Run 1, cell density map:
The die is cut into 9 by 9 equal tiles; white is low, dark blue is high, 0 to 100% covered.
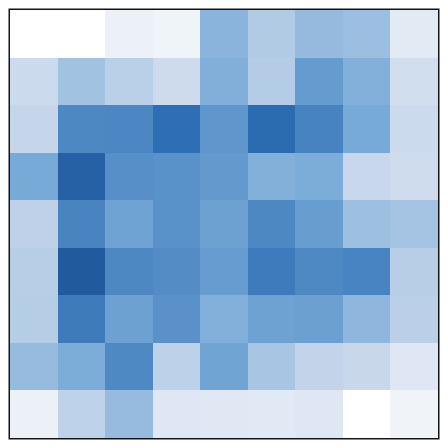
Run 1, cell placement:
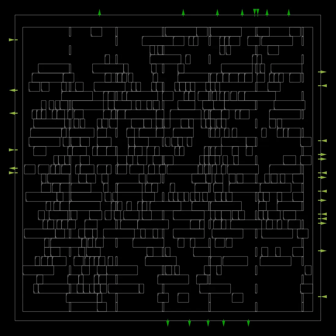
Run 1, where the registers sit:
Other sequential cells in the stronger gray, the rest of the logic in the fainter gray.
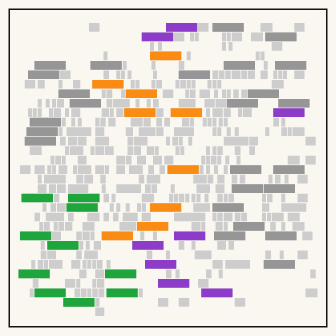
--- config.mk ---
export PLATFORM = sky130hd
export DESIGN_NAME = program_loader
export DESIGN_NICKNAME = d
export VERILOG_FILES = /design/src/rtl/loader_pkg.sv /design/src/rtl/program_loader.sv
export SDC_FILE = /design/constraint.sdc
export NUM_CORES = 1
export LEC_CHECK = 0
export ABC_AREA = 1
export CAP_MARGIN = 30
export CORE_MARGIN = 2
export CORE_UTILIZATION = 35
export DETAILED_ROUTE_END_ITERATION = 8
export PLACE_DENSITY_LB_ADDON = 0.15
export SETUP_SLACK_MARGIN = 0.2
export SYNTH_ARGS = -nofsm -noshare
export SYNTH_HDL_FRONTEND = slang
export SYNTH_SLANG_ARGS = --single-unit
--- constraint.sdc ---
create_clock -name clk -period 1.9 [get_ports clk]
set_clock_uncertainty 0.2 [all_clocks]
set_input_delay 0.38 -clock clk [delete_from_list [all_inputs] [get_ports clk]]
set_output_delay 0.38 -clock clk [all_outputs]
set_load 0.01 [all_outputs]
--- src/rtl/loader_pkg.sv ---
// Shared types and constants for the program loader.
// The CHK state only exists when LOADER_CHECKSUM_EN is defined.
package loader_pkg;

  typedef enum logic [2:0] {
    ST_IDLE = 3'd0,
    ST_LEN  = 3'd1,
    ST_DATA = 3'd2,
    ST_DONE = 3'd4,
    ST_ERR  = 3'd5
`ifdef LOADER_CHECKSUM_EN
    , ST_CHK = 3'd3
`endif
  } state_e;

  localparam int LEN_ZERO_MEANS       = 256;
  localparam int DEFAULT_IDLE_TIMEOUT = 1023;

  // A length byte of zero encodes a full 256-byte image.
  function automatic logic [8:0] decode_len(input logic [7:0] len_byte);
    return (len_byte == 8'd0) ? 9'(LEN_ZERO_MEANS) : {1'b0, len_byte};
  endfunction

endpackage

--- src/rtl/program_loader.sv ---
// Byte-stream loader that fills the instruction memory while holding the CPU.
// Optional trailing checksum byte is enabled by defining LOADER_CHECKSUM_EN.
module program_loader
  import loader_pkg::*;
#(
  parameter logic [7:0] BASE_ADDR    = 8'h00,
  parameter int         IDLE_TIMEOUT = DEFAULT_IDLE_TIMEOUT
) (
  input  logic       clk,
  input  logic       rst_n,
  input  logic       start,
  input  logic [7:0] in_data,
  input  logic       in_valid,
  output logic       in_ready,
  output logic       mem_we,
  output logic [7:0] mem_addr,
  output logic [7:0] mem_wdata,
  output logic       cpu_hold,
  output logic       done,
  output logic       error
);

  localparam int            TW      = (IDLE_TIMEOUT > 1) ? $clog2(IDLE_TIMEOUT + 1) : 1;
  localparam logic [TW-1:0] TMO_MAX = TW'(IDLE_TIMEOUT);

  function automatic logic is_busy(input state_e s);
    return (s == ST_LEN) || (s == ST_DATA)
`ifdef LOADER_CHECKSUM_EN
           || (s == ST_CHK)
`endif
           ;
  endfunction

  state_e        state_q, state_d, nxt_s;
  logic [8:0]    len_q, len_d;
  logic [8:0]    cnt_q, cnt_d;
  logic [TW-1:0] tmo_q, tmo_d;
  logic          in_ready_q, in_ready_d;
  logic          mem_we_q, mem_we_d;
  logic [7:0]    mem_addr_q, mem_addr_d;
  logic [7:0]    mem_wdata_q, mem_wdata_d;
  logic          cpu_hold_q, cpu_hold_d;
  logic          done_q, done_d;
  logic          error_q, error_d;
  logic          accept_s;
  logic          tmo_hit_s;
`ifdef LOADER_CHECKSUM_EN
  logic [7:0]    sum_q, sum_d;
`endif

  // in_ready_q mirrors "state is LEN/DATA/CHK", so it doubles as the busy flag.
  assign accept_s  = in_valid & in_ready_q;
  assign tmo_hit_s = (IDLE_TIMEOUT > 0) && in_ready_q && (tmo_q == TMO_MAX);

  // Next-state, write-port and counter logic.
  always_comb begin
    nxt_s       = state_q;
    len_d       = len_q;
    cnt_d       = cnt_q;
    mem_we_d    = 1'b0;
    mem_addr_d  = mem_addr_q;
    mem_wdata_d = mem_wdata_q;
`ifdef LOADER_CHECKSUM_EN
    sum_d       = sum_q;
`endif
    if (!in_ready_q || accept_s) begin
      tmo_d = {TW{1'b0}};
    end else if (tmo_q != TMO_MAX) begin
      tmo_d = tmo_q + TW'(1);
    end else begin
      tmo_d = tmo_q;
    end

    case (state_q)
      ST_IDLE, ST_DONE, ST_ERR: begin
        if (start) begin
          nxt_s = ST_LEN;
          len_d = 9'd0;
          cnt_d = 9'd0;
`ifdef LOADER_CHECKSUM_EN
          sum_d = 8'd0;
`endif
        end else begin
          nxt_s = state_q;
        end
      end
      ST_LEN: begin
        if (accept_s) begin
          len_d = decode_len(in_data);
          nxt_s = ST_DATA;
        end else begin
          nxt_s = ST_LEN;
        end
      end
      ST_DATA: begin
        if (accept_s) begin
          mem_we_d    = 1'b1;
          mem_addr_d  = BASE_ADDR + cnt_q[7:0];
          mem_wdata_d = in_data;
          cnt_d       = cnt_q + 9'd1;
`ifdef LOADER_CHECKSUM_EN
          sum_d       = sum_q + in_data;
          nxt_s       = (cnt_q == len_q - 9'd1) ? ST_CHK : ST_DATA;
`else
          nxt_s       = (cnt_q == len_q - 9'd1) ? ST_DONE : ST_DATA;
`endif
        end else begin
          nxt_s = ST_DATA;
        end
      end
`ifdef LOADER_CHECKSUM_EN
      ST_CHK: begin
        if (accept_s) begin
          nxt_s = (in_data == sum_q) ? ST_DONE : ST_ERR;
        end else begin
          nxt_s = ST_CHK;
        end
      end
`endif
      default: nxt_s = ST_IDLE;
    endcase

    state_d    = tmo_hit_s ? ST_ERR : nxt_s;
    in_ready_d = is_busy(state_d);
    cpu_hold_d = is_busy(state_d) || (state_d == ST_ERR);
    done_d     = (state_d == ST_DONE);
    error_d    = (state_d == ST_ERR);
  end

  // State and registered outputs; reset abandons any load in progress.
  always_ff @(posedge clk or negedge rst_n) begin
    if (!rst_n) begin
      state_q     <= ST_IDLE;
      len_q       <= 9'd0;
      cnt_q       <= 9'd0;
      tmo_q       <= {TW{1'b0}};
      in_ready_q  <= 1'b0;
      mem_we_q    <= 1'b0;
      mem_addr_q  <= BASE_ADDR;
      mem_wdata_q <= 8'd0;
      cpu_hold_q  <= 1'b0;
      done_q      <= 1'b0;
      error_q     <= 1'b0;
`ifdef LOADER_CHECKSUM_EN
      sum_q       <= 8'd0;
`endif
    end else begin
      state_q     <= state_d;
      len_q       <= len_d;
      cnt_q       <= cnt_d;
      tmo_q       <= tmo_d;
      in_ready_q  <= in_ready_d;
      mem_we_q    <= mem_we_d;
      mem_addr_q  <= mem_addr_d;
      mem_wdata_q <= mem_wdata_d;
      cpu_hold_q  <= cpu_hold_d;
      done_q      <= done_d;
      error_q     <= error_d;
`ifdef LOADER_CHECKSUM_EN
      sum_q       <= sum_d;
`endif
    end
  end

  assign in_ready  = in_ready_q;
  assign mem_we    = mem_we_q;
  assign mem_addr  = mem_addr_q;
  assign mem_wdata = mem_wdata_q;
  assign cpu_hold  = cpu_hold_q;
  assign done      = done_q;
  assign error     = error_q;

endmodule

==> impl_metrics.ini, run 1 <==
; yosys + openroad results
[cells_and_area]
drive_gt1_share_pct = 23.4
nNonClkInverters = 40
comb_share_pct = 35.2
biggestRegsByFlops = tmo_q x10, cnt_q x9, len_q x9
nMultiInputCombCells = 231
comb_area_mm2 = 0.00124
fin_nets = 412
final-seq-area_mm2 = 0.00130
area_dominant_class = registers
n_antenna_cell = 0
ff_count = 52

[route]
postRouteWirelength_um = 6200
drt_iter0_drc = 86
met1_length_um = 2920
drtAntennaViolNets = 0
wl_per_cell_um = 12.5
dr.pass1.iters = 4

[synthesis]
numSynthFlops = 52
avgSynthCellArea_um2 = 7.97
netlist.area_leader.share_pct = 49.5
yosys-stat-cells = 330
synth.area.mux_share_pct = 0
yosysWarnings = 0
topCombFamilyByArea = simple AND/OR/NAND/NOR gates
syn_inst = 330
synthesis.nets = 345
top_cells_by_area = dfrtp_1 50%, nand2_1 12%, nand3_1 5.5%
yosys_area_mm2 = 0.00263
fa_ha_area_share_pct = 1.43
yosys.area.top_type = dfrtp_1
ys_sh_aoi_pct = 8.42
xor_area_share_pct = 2.33

[worst_setup_path]
critPathLaunchType = flip-flop
crit_required_ns = 1.90
regToRegSetupSlack_ns = 0.05
reg2reg_from = len_q[0]$_DFFE_PN0P_
critPathLaunch = len_q[0]$_DFFE_PN0P_
endpoint_kind = flip-flop
crit_fanout = 4
reg2regPathDepth = 13
r2r-end = in_ready$_DFF_PN0_
critical_path.endpoint = in_ready$_DFF_PN0_
crit_type = reg -> reg

[clocking]
clk_latency_ns = 0.31
cts_tree = built
htreeDepth = 2
numCtsBuffers = 5
clock-sinks = 52

[power_and_ir_drop]
cellLeakagePower_nw = 1.79
fin_total_pwr_mw = 4.67
seqPwrFrac_pct = 33.8
p_int_mw = 2.73
p_sw_mw = 1.94
powerDensity_mw_per_mm2 = 1330
power_frac_clock_pct = 14.2

[floorplan]
rows = 31
fp.dieW_um = 90.7

[final_timing]
slew_headroom_pct = 77.3
finalSetupViolCount = 0
hold_viol = 0
fin_crit_ns = 1.85
fin_crit_sh_pct = 97.4
tightest_slew_ns = 0.338
maxSlewViolCount = 0

[grt]
use_met2_pct = 26.9
met1_usage_pct = 20.2
grt-ovfl-total = 0
grt_most_used_layer = met2
grt_pass1_vias = 2244
grt_max_degree = 31

[placement]
post-dp-hpwl_um = 4530

[status]
status = complete, no violations

[flow_run]
drv_cap = 0
tool_warnings = 28

[worst_hold_path]
hp-class = in -> async
## Picture notes: 'cell density map'
tiles over 75% full: 3.7%
emptiest ninth of the die: bottom right
fullest tile: 83%
nearly empty tiles: 3.7%
mean over tiles: 41%
core footprint: 0.00725 mm²
Core Util at FP: 36.2%
Util after Layout: 48.6%

## Picture notes: 'cell placement'
Seq area share: 36.9%
n_taps: 99

## Picture notes: 'where the registers sit'
[`tmo_q`] green | placed flops: 10 | where: bottom left
[`mem_addr`] purple | placed flops: 8
[`cnt_q`] orange | placed flops: 9
not colored: 25

-- run 1: critical path, stage by stage (launching register included) --
cell and delay [ns]:
dfrtp_1 0.41, inv_2 0.09, ha_4 0.15, nand2_4 0.06, nor2_4 0.11, nand3_1 0.08
nand2_1 0.08, nand2_1 0.06, nor2_2 0.14, nand3_1 0.08, nand2_1 0.09, nand2_1 0.07
nand2_2 0.07, nand2_1 0.05
-- run 1: metrics by stage --
step | cells | hold WS, ns | area (µm²) | utilization, % | worst slack (ns)
finish | 497 | 0.246 | 3520 | 48.6 | 0.0501
global route | 497 | 0.256 | 3520 | 48.6 | -0.143
CTS | 492 | 0.241 | 3440 | 47.4 | 0.0459
detailed placement | 476 | 0.0494 | 3270 | 45.1 | -0.249
global placement | 476 | 0.0507 | 3270 | 45.1 | -0.178
floorplan | 330 | -0.116 | 2650 | - | 0.210
-- run 1: synthesized netlist by cell type (all sizes together) --
cell type	count
nand2	94
dfrtp	52
inv	40
nor2	39
nand3	30
o21ai	29
a21oi	11
nand4	6
nor3	6
buf	5
xor2	5
ha	3
clkbuf	2
nor4	2
xnor2	2
a211oi	1
a31oi	1
o21bai	1
or2	1
-- run 1: power groups by stage --
stage	registers, mW	clock network, mW	logic, mW
after floorplan	1.64	0	1.29
after global placement	1.61	0	2.23
after detailed placement	1.60	0	2.23
after CTS	1.58	0.687	2.37
after global routing	1.62	0.737	2.72
final	1.58	0.664	2.43
-- run 1: repair_timing --
action,in CTS,in global routing
pin swaps,16,10
hold buffers,1,0
gates cloned,0,0
hold endpoints to repair,52,0
setup buffers,7,5
endpoints found under the setup margin,31,23
resized,31,15
==> inputs of run 2 (changes only) <==
--- a/config.mk
+++ b/config.mk
@@ -8,7 +8,7 @@
 export ABC_AREA = 1
 export CAP_MARGIN = 30
 export CORE_MARGIN = 2
-export CORE_UTILIZATION = 35
+export CORE_UTILIZATION = 50
 export DETAILED_ROUTE_END_ITERATION = 8
 export PLACE_DENSITY_LB_ADDON = 0.15
 export SETUP_SLACK_MARGIN = 0.2
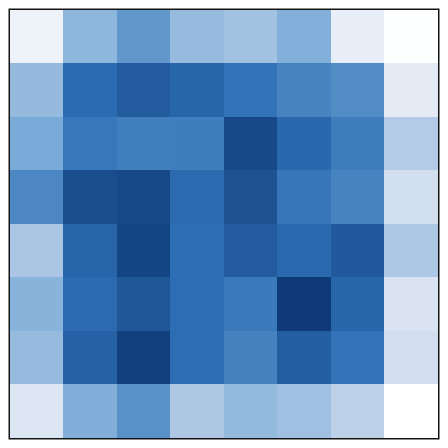
Run 2: cell density map
The die is cut into 8 by 8 equal tiles; white is low, dark blue is high, 0 to 100% covered.
fullest tile: 96%
nearly empty tiles: 3.1%
emptiest ninth of the die: top right
densest ninth of the die: middle
mean over tiles: 58%
tiles over 75% full: 36%
Core Util at FP: 51.8%
Util after Layout: 68.8%
core footprint: 0.00507 mm²

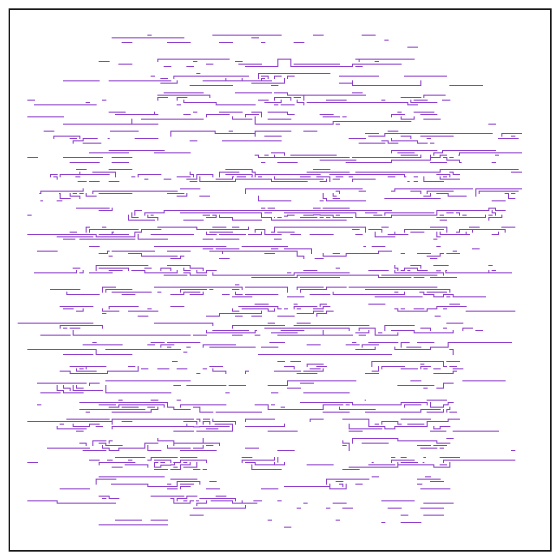
Run 2: metal 1
main direction: horizontal
longest straight run: 32.2 µm
wire length on this layer: 2,810 µm
share of all routed wire: 46%
nets with wire on the layer: 380

==> run 2 against run 1 <==
Effect of this change: sequential power hardly changed; critical path depth down 1; count of clock-buffer cells in the layout grew 1; global-route usage grew 6.0 points; worst hold slack improved by 0.039 ns; non-clock buffer count fell by 8.
==> impl_metrics.ini, run 2 <==
; yosys + openroad results
[final_timing]
maxSlewViolCount = 0
rsz0062_at_grt = yes
fin_ws_ns = 0.0522
hold_viol = 0
setup_tns_ns = 0
fin_crit_sh_pct = 97.3
finalSetupViolCount = 0
slew_headroom_pct = 80.3
fin_crit_ns = 1.85

[synthesis]
yosysWarnings = 0
xor_area_share_pct = 2.33
avgSynthCellArea_um2 = 7.97
flop_cell = dfrtp_1
ys_top_cells_by_count = 86 x nand2_1, 52 x dfrtp_1, 33 x inv_1, 33 x nor2_1, 29 x nand3_1
synth-edff-count = 0
ys_sh_aoi_pct = 8.42
yosysMostFrequentCell = nand2_1
yosys.area.top_type = dfrtp_1
fa_ha_area_share_pct = 1.43
top_cells_by_area = dfrtp_1 50%, nand2_1 12%, nand3_1 5.5%
yosys-stat-cells = 330
async_reset_ff_share_pct = 100
netlist.area_leader.share_pct = 49.5
yosys_area_mm2 = 0.00263

[floorplan]
rows = 26
fp.dieW_um = 76.5

[route]
postRouteWirelength_um = 6140
drt_iter0_drc = 112
drtAntennaViolNets = 0
dr.pass1.iters = 4
wl_per_cell_um = 13.4
met1_length_um = 2810

[grt]
use_met2_pct = 36.2
met1_usage_pct = 28.9
grt-ovfl-total = 0
grt_most_used_layer = met2
grt_pass1_vias = 2211

[cells_and_area]
drive_gt1_share_pct = 24.6
design_area_mm2 = 0.00349
biggestRegsByFlops = tmo_q x10, cnt_q x9, len_q x9
n_antenna_cell = 0
largest_reg_flops = 10
fin_nets = 404
final_cells = 460

[power_and_ir_drop]
powerDensity_mw_per_mm2 = 1380
fin_total_pwr_mw = 4.81

[worst_setup_path]
critPathLaunchType = flip-flop
crit_cells = 12
r2r-end = done$_DFF_PN0_
cp_num_buf_inv = 1
regToRegSetupSlack_ns = 0.05
critPathSlowestCell = dfrtp_1
crit_path_max_incr_delay_ns = 0.40
cp_common_cell = nand2_1
crit_fanout = 4
crit_required_ns = 1.95
path_cells = inv_2 > ha_4 > nand2_4 > nor2_4 > nand3_2 > nand2_1 > nand2_1 > nor2_2 > nand3_1 > nand2_1 > nand4_1 > nor2_1
reg2regPathDepth = 12

[clocking]
clk_latency_ns = 0.31
numCtsBuffers = 5
cts_tree = built
htreeDepth = 2
cts_max_path_buffers = 2
clock-sinks = 52
ctsHoldBuffers = 1
ctsResizeCount = 39

[flow_run]
drv_cap = 0
tool_warnings = 28

[placement]
post-dp-hpwl_um = 4260
dp_cells = 441
place_ws_ns = -0.263

[status]
status = complete, no violations

[worst_hold_path]
hp-class = reg -> reg
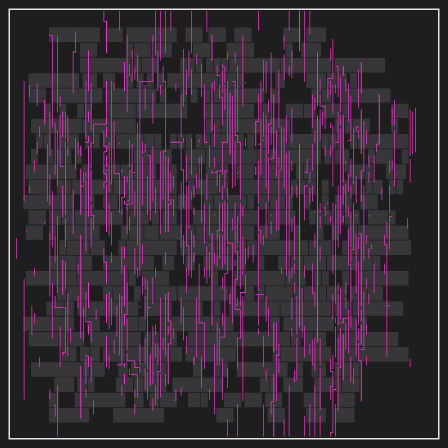
Run 2: metal 2
Cells faint in the background.
wire length on this layer: 3,020 µm
share of all routed wire: 49%
longest straight run: 40.5 µm
nets with wire on the layer: 340

==> run 2: cell count changes in the layout (fill, tap and decap cells not counted), sizes merged <==
cell	change
buf	-8
bufinv	+1
clkbuf	+1
clkinv	-2
==> run 2: power breakdown <==
part | total (mW) | internal, mW | switching [mW]
Combinational | 2.40 | 0.975 | 1.43
Sequential | 1.58 | 1.37 | 0.209
Clock | 0.834 | 0.465 | 0.369
Total | 4.81 | 2.81 | 2.00
==> run 2: worst max path at each step <==
| stage | to | startpoint | slack (ns) |
|---|---|---|---|
| after global routing | in_ready$_DFF_PN0_ | len_q[1]$_DFFE_PN0P_ | -0.09 |
| after floorplan | in_ready$_DFF_PN0_ | len_q[0]$_DFFE_PN0P_ | 0.21 |
| after CTS | done$_DFF_PN0_ | len_q[0]$_DFFE_PN0P_ | 0.03 |
| after global placement | in_ready$_DFF_PN0_ | in_valid | -0.16 |
| after detailed placement | done$_DFF_PN0_ | in_valid | -0.26 |
| final | done$_DFF_PN0_ | len_q[1]$_DFFE_PN0P_ | 0.05 |
==> run 2: area by class of cell <==
type                            instances  area (µm²)  area share, %
Clock buffer                            7        96.3           2.76
Clock inverter                          1        30.0          0.860
Inverter                               40         150           4.30
Multi-Input combinational cell        231        1300           37.3
Sequential cell                        52        1300           37.3
Tap cell                               70        87.6           2.51
Timing Repair Buffer                   59         520           14.9
==> run 2: worst register-to-register path, cell delays in order, from the launching register on <==
cell and delay, ns:
dfrtp_1 0.40, inv_2 0.08, ha_4 0.16, nand2_4 0.06, nor2_4 0.12, nand3_2 0.08, nand2_1 0.07, nand2_1 0.06
nor2_2 0.16, nand3_1 0.09, nand2_1 0.08, nand4_1 0.12, nor2_1 0.10
==> inputs of run 3 (changes only) <==
--- a/config.mk
+++ b/config.mk
@@ -8,9 +8,10 @@
 export ABC_AREA = 1
 export CAP_MARGIN = 30
 export CORE_MARGIN = 2
-export CORE_UTILIZATION = 50
+export CORE_UTILIZATION = 52
+export CTS_BUF_LIST = sky130_fd_sc_hd__clkbuf_2 sky130_fd_sc_hd__clkbuf_4 sky130_fd_sc_hd__clkbuf_8
 export DETAILED_ROUTE_END_ITERATION = 8
-export PLACE_DENSITY_LB_ADDON = 0.15
+export PLACE_DENSITY = 0.79
 export SETUP_SLACK_MARGIN = 0.2
 export SYNTH_ARGS = -nofsm -noshare
 export SYNTH_HDL_FRONTEND = slang
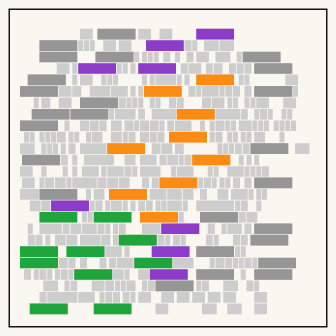
Run 3: where the registers sit
Other sequential cells in the stronger gray, the rest of the logic in the fainter gray.
Seq area share: 38.6%
Seq. cell area: 0.00130 mm²
Util after Layout: 70.5%
power in sequential cells: 1.59 mW

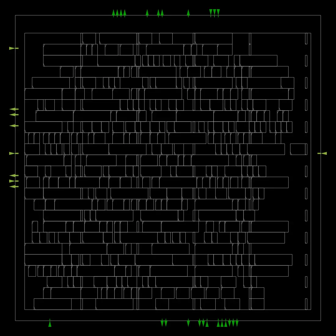
Run 3: cell placement
core footprint: 0.00479 mm²
Post-Layout Cell Count: 452

==> run 3 against run 2 <==
Effect of this change: sequential power about the same; non-clock buffer count down 5; core utilization up 1.7 points; worst setup slack worse by 0.039 ns; combinational power down 7%; largest power group unchanged.
==> impl_metrics.ini, run 3 <==
; yosys + openroad results
[status]
status = complete, no violations

[power_and_ir_drop]
p_sw_mw = 1.90
power_clock_mw = 0.649
cellLeakagePower_nw = 1.76
pg_comb_mw = 2.23
ir_drop_v = 0.000839
fin_total_pwr_mw = 4.46
powerDensity_mw_per_mm2 = 1320
p_int_mw = 2.57
comb_power_share_pct = 49.9
swShare_pct = 42.5
seqPwrFrac_pct = 35.5
power_leader = combinational cells
power_frac_clock_pct = 14.5

[final_timing]
hold_viol = 0
rsz0062_at_grt = yes
fin_ws_ns = 0.0127
setup_tns_ns = 0
whs_ns = 0.288
tightest_slew_ns = 0.289
maxSlewViolCount = 0
fmax_ghz = 0.530
fin_crit_ns = 1.89
fin_crit_sh_pct = 99.3
finalSetupViolCount = 0
slew_headroom_pct = 80.6

[synthesis]
async_reset_ff_share_pct = 100
yosys-stat-cells = 330
netlist.area_leader.share_pct = 49.5
numSynthFlops = 52
synthesis.nets = 345
yosys_area_mm2 = 0.00263
yosysMostFrequentCell = nand2_1
syn_inst = 330
syn_area_mm2 = 0.00263
ys_top_cells_by_count = 86 x nand2_1, 52 x dfrtp_1, 33 x inv_1, 33 x nor2_1, 29 x nand3_1
ys_types = 30
ys_seq_share_pct = 49.5
flop_cell = dfrtp_1
yosys.area.top_type = dfrtp_1
avgSynthCellArea_um2 = 7.97
yosysWarnings = 0
top_cells_by_area = dfrtp_1 50%, nand2_1 12%, nand3_1 5.5%
synth-edff-count = 0

[worst_setup_path]
crit_path_max_incr_delay_ns = 0.41
endpoint_kind = flip-flop
critPathSlowestCell = dfrtp_1
cp.arrival_ns = 1.89
critPathLaunchType = flip-flop
crit_type = reg -> reg
path_cells = inv_2 > buf_4 > nand2_1 > nor2_1 > nand2_1 > nand2_1 > nand3_1 > nor2_2 > nand3_1 > nand2_1 > nand2_1 > nand2_1 > nand2_1
cp_num_buf_inv = 2
crit_required_ns = 1.90
crit_fanout = 2
cp_common_cell = nand2_1
crit_family = simple AND/OR/NAND/NOR gates

[grt]
grt_max_degree = 53
antenna_found_initial = 0
grt_pass1_vias = 2265
grt_pass1_wl_um = 10000
grt-ovfl-total = 0
grt_usage_pct = 23.6

[cells_and_area]
design_area_mm2 = 0.00337
drive_gt1_share_pct = 20.0
fillers = 368
fin_nets = 399
largest_register = tmo_q
biggestRegsByFlops = tmo_q x10, cnt_q x9, len_q x9
layout_top_cell = nand2_1
syn_to_final_growth_pct = 28.3
n_antenna_cell = 0
largest_reg_flops = 10
layout_top_cells = 81 x nand2_1, 52 x dfrtp_1, 29 x inv_1

[flow_run]
drv_cap = 0
tool_warnings = 28

[placement]
post-dp-hpwl_um = 4290
place_ws_ns = -0.216
portBuffers = 32
post_dp_cell_area_mm2 = 0.00315
dp_cells = 438
gp_congestion = 0.795

[clocking]
cts_tree = built
clk_pin_slew_worst_paths_ns = 0.09
numCtsBuffers = 5
htreeDepth = 2
cts_max_path_buffers = 2
clock-sinks = 52
cts-root-buf = clkbuf_8
clk_latency_ns = 0.31

[route]
wl_per_cell_um = 13.5
drc = 0
viasPerCell = 5.10
postRouteWirelength_um = 6120
vias = 2305
drt_iter0_drc = 199
dr.pass1.iters = 5
drtAntennaViolNets = 0

[floorplan]
rows = 25
fp.dieH_um = 75.1
fp_util_pct = 54.9
fp.dieW_um = 75.1
die_area_mm2 = 0.00564
ios = 33

[worst_hold_path]
hp-class = reg -> reg
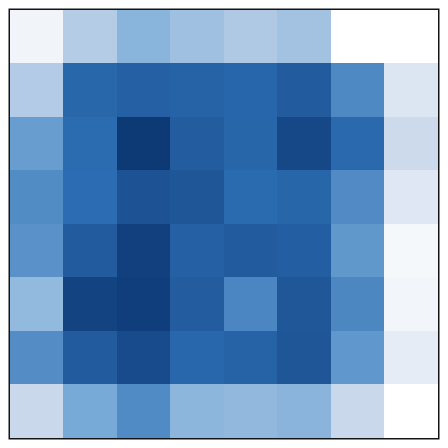
Run 3: cell density map
The die is cut into 8 by 8 equal tiles; white is low, dark blue is high, 0 to 100% covered.
densest ninth of the die: middle
nearly empty tiles: 4.7%
mean over tiles: 58%
tiles over 75% full: 47%

## run 3: cells by family (layout without fill, tap and decap cells)
family	after synthesis	after routing	synth area share (%)
xor+xnor	7	7	2.33
simple gates	178	178	31.4
buf+inv	47	102	6.95
flops	52	52	49.5
fa+ha+maj	3	3	1.43
compound gates	43	43	8.42
## run 3: layout make-up
class / instances / area (µm²) / area share [%]
flip-flops and latches: 52 / 1300 / 38.6
multi-input cells: 231 / 1260 / 37.4
repair buffers: 54 / 484 / 14.4
inverters: 40 / 150 / 4.45
well taps: 67 / 83.8 / 2.49
clock buffers: 6 / 82.6 / 2.45
clock inverters: 2 / 10.0 / 0.297
## run 3: repair_timing
action,in CTS,in global routing
pin swaps,4,4
hold buffers,1,0
resized,30,18
hold endpoints to repair,52,0
cloned,0,0
buffers inserted,2,3
setup endpoints to repair,31,26
## run 3: final timing paths
kind	startpoint	end	slack (ns)	depth (start not counted)
min in group asynchronous	rst_n	tmo_q[4]$_DFFE_PN0P_	0.39	3
setup reg to reg	len_q[1]$_DFFE_PN0P_	in_ready$_DFF_PN0_	0.01	13
hold reg to reg	mem_wdata[5]$_DFFE_PN0P_	mem_wdata[5]$_DFFE_PN0P_	0.29	2
setup / recovery	len_q[1]$_DFFE_PN0P_	in_ready$_DFF_PN0_	0.01	13
hold / removal	mem_wdata[5]$_DFFE_PN0P_	mem_wdata[5]$_DFFE_PN0P_	0.29	2
max in group asynchronous	rst_n	mem_we$_DFF_PN0_	0.88	3
## run 3: metal layers
metal	vias up	wire, µm	global-route usage, %
met5	-	0	0
met4	0	66	5.95
met3	5	236	4.82
met2	40	3070	39.3
met1	1102	2750	31.7
li1	1158	-	-
Power figures rest on the tool's default switching activity, not on a simulated workload.
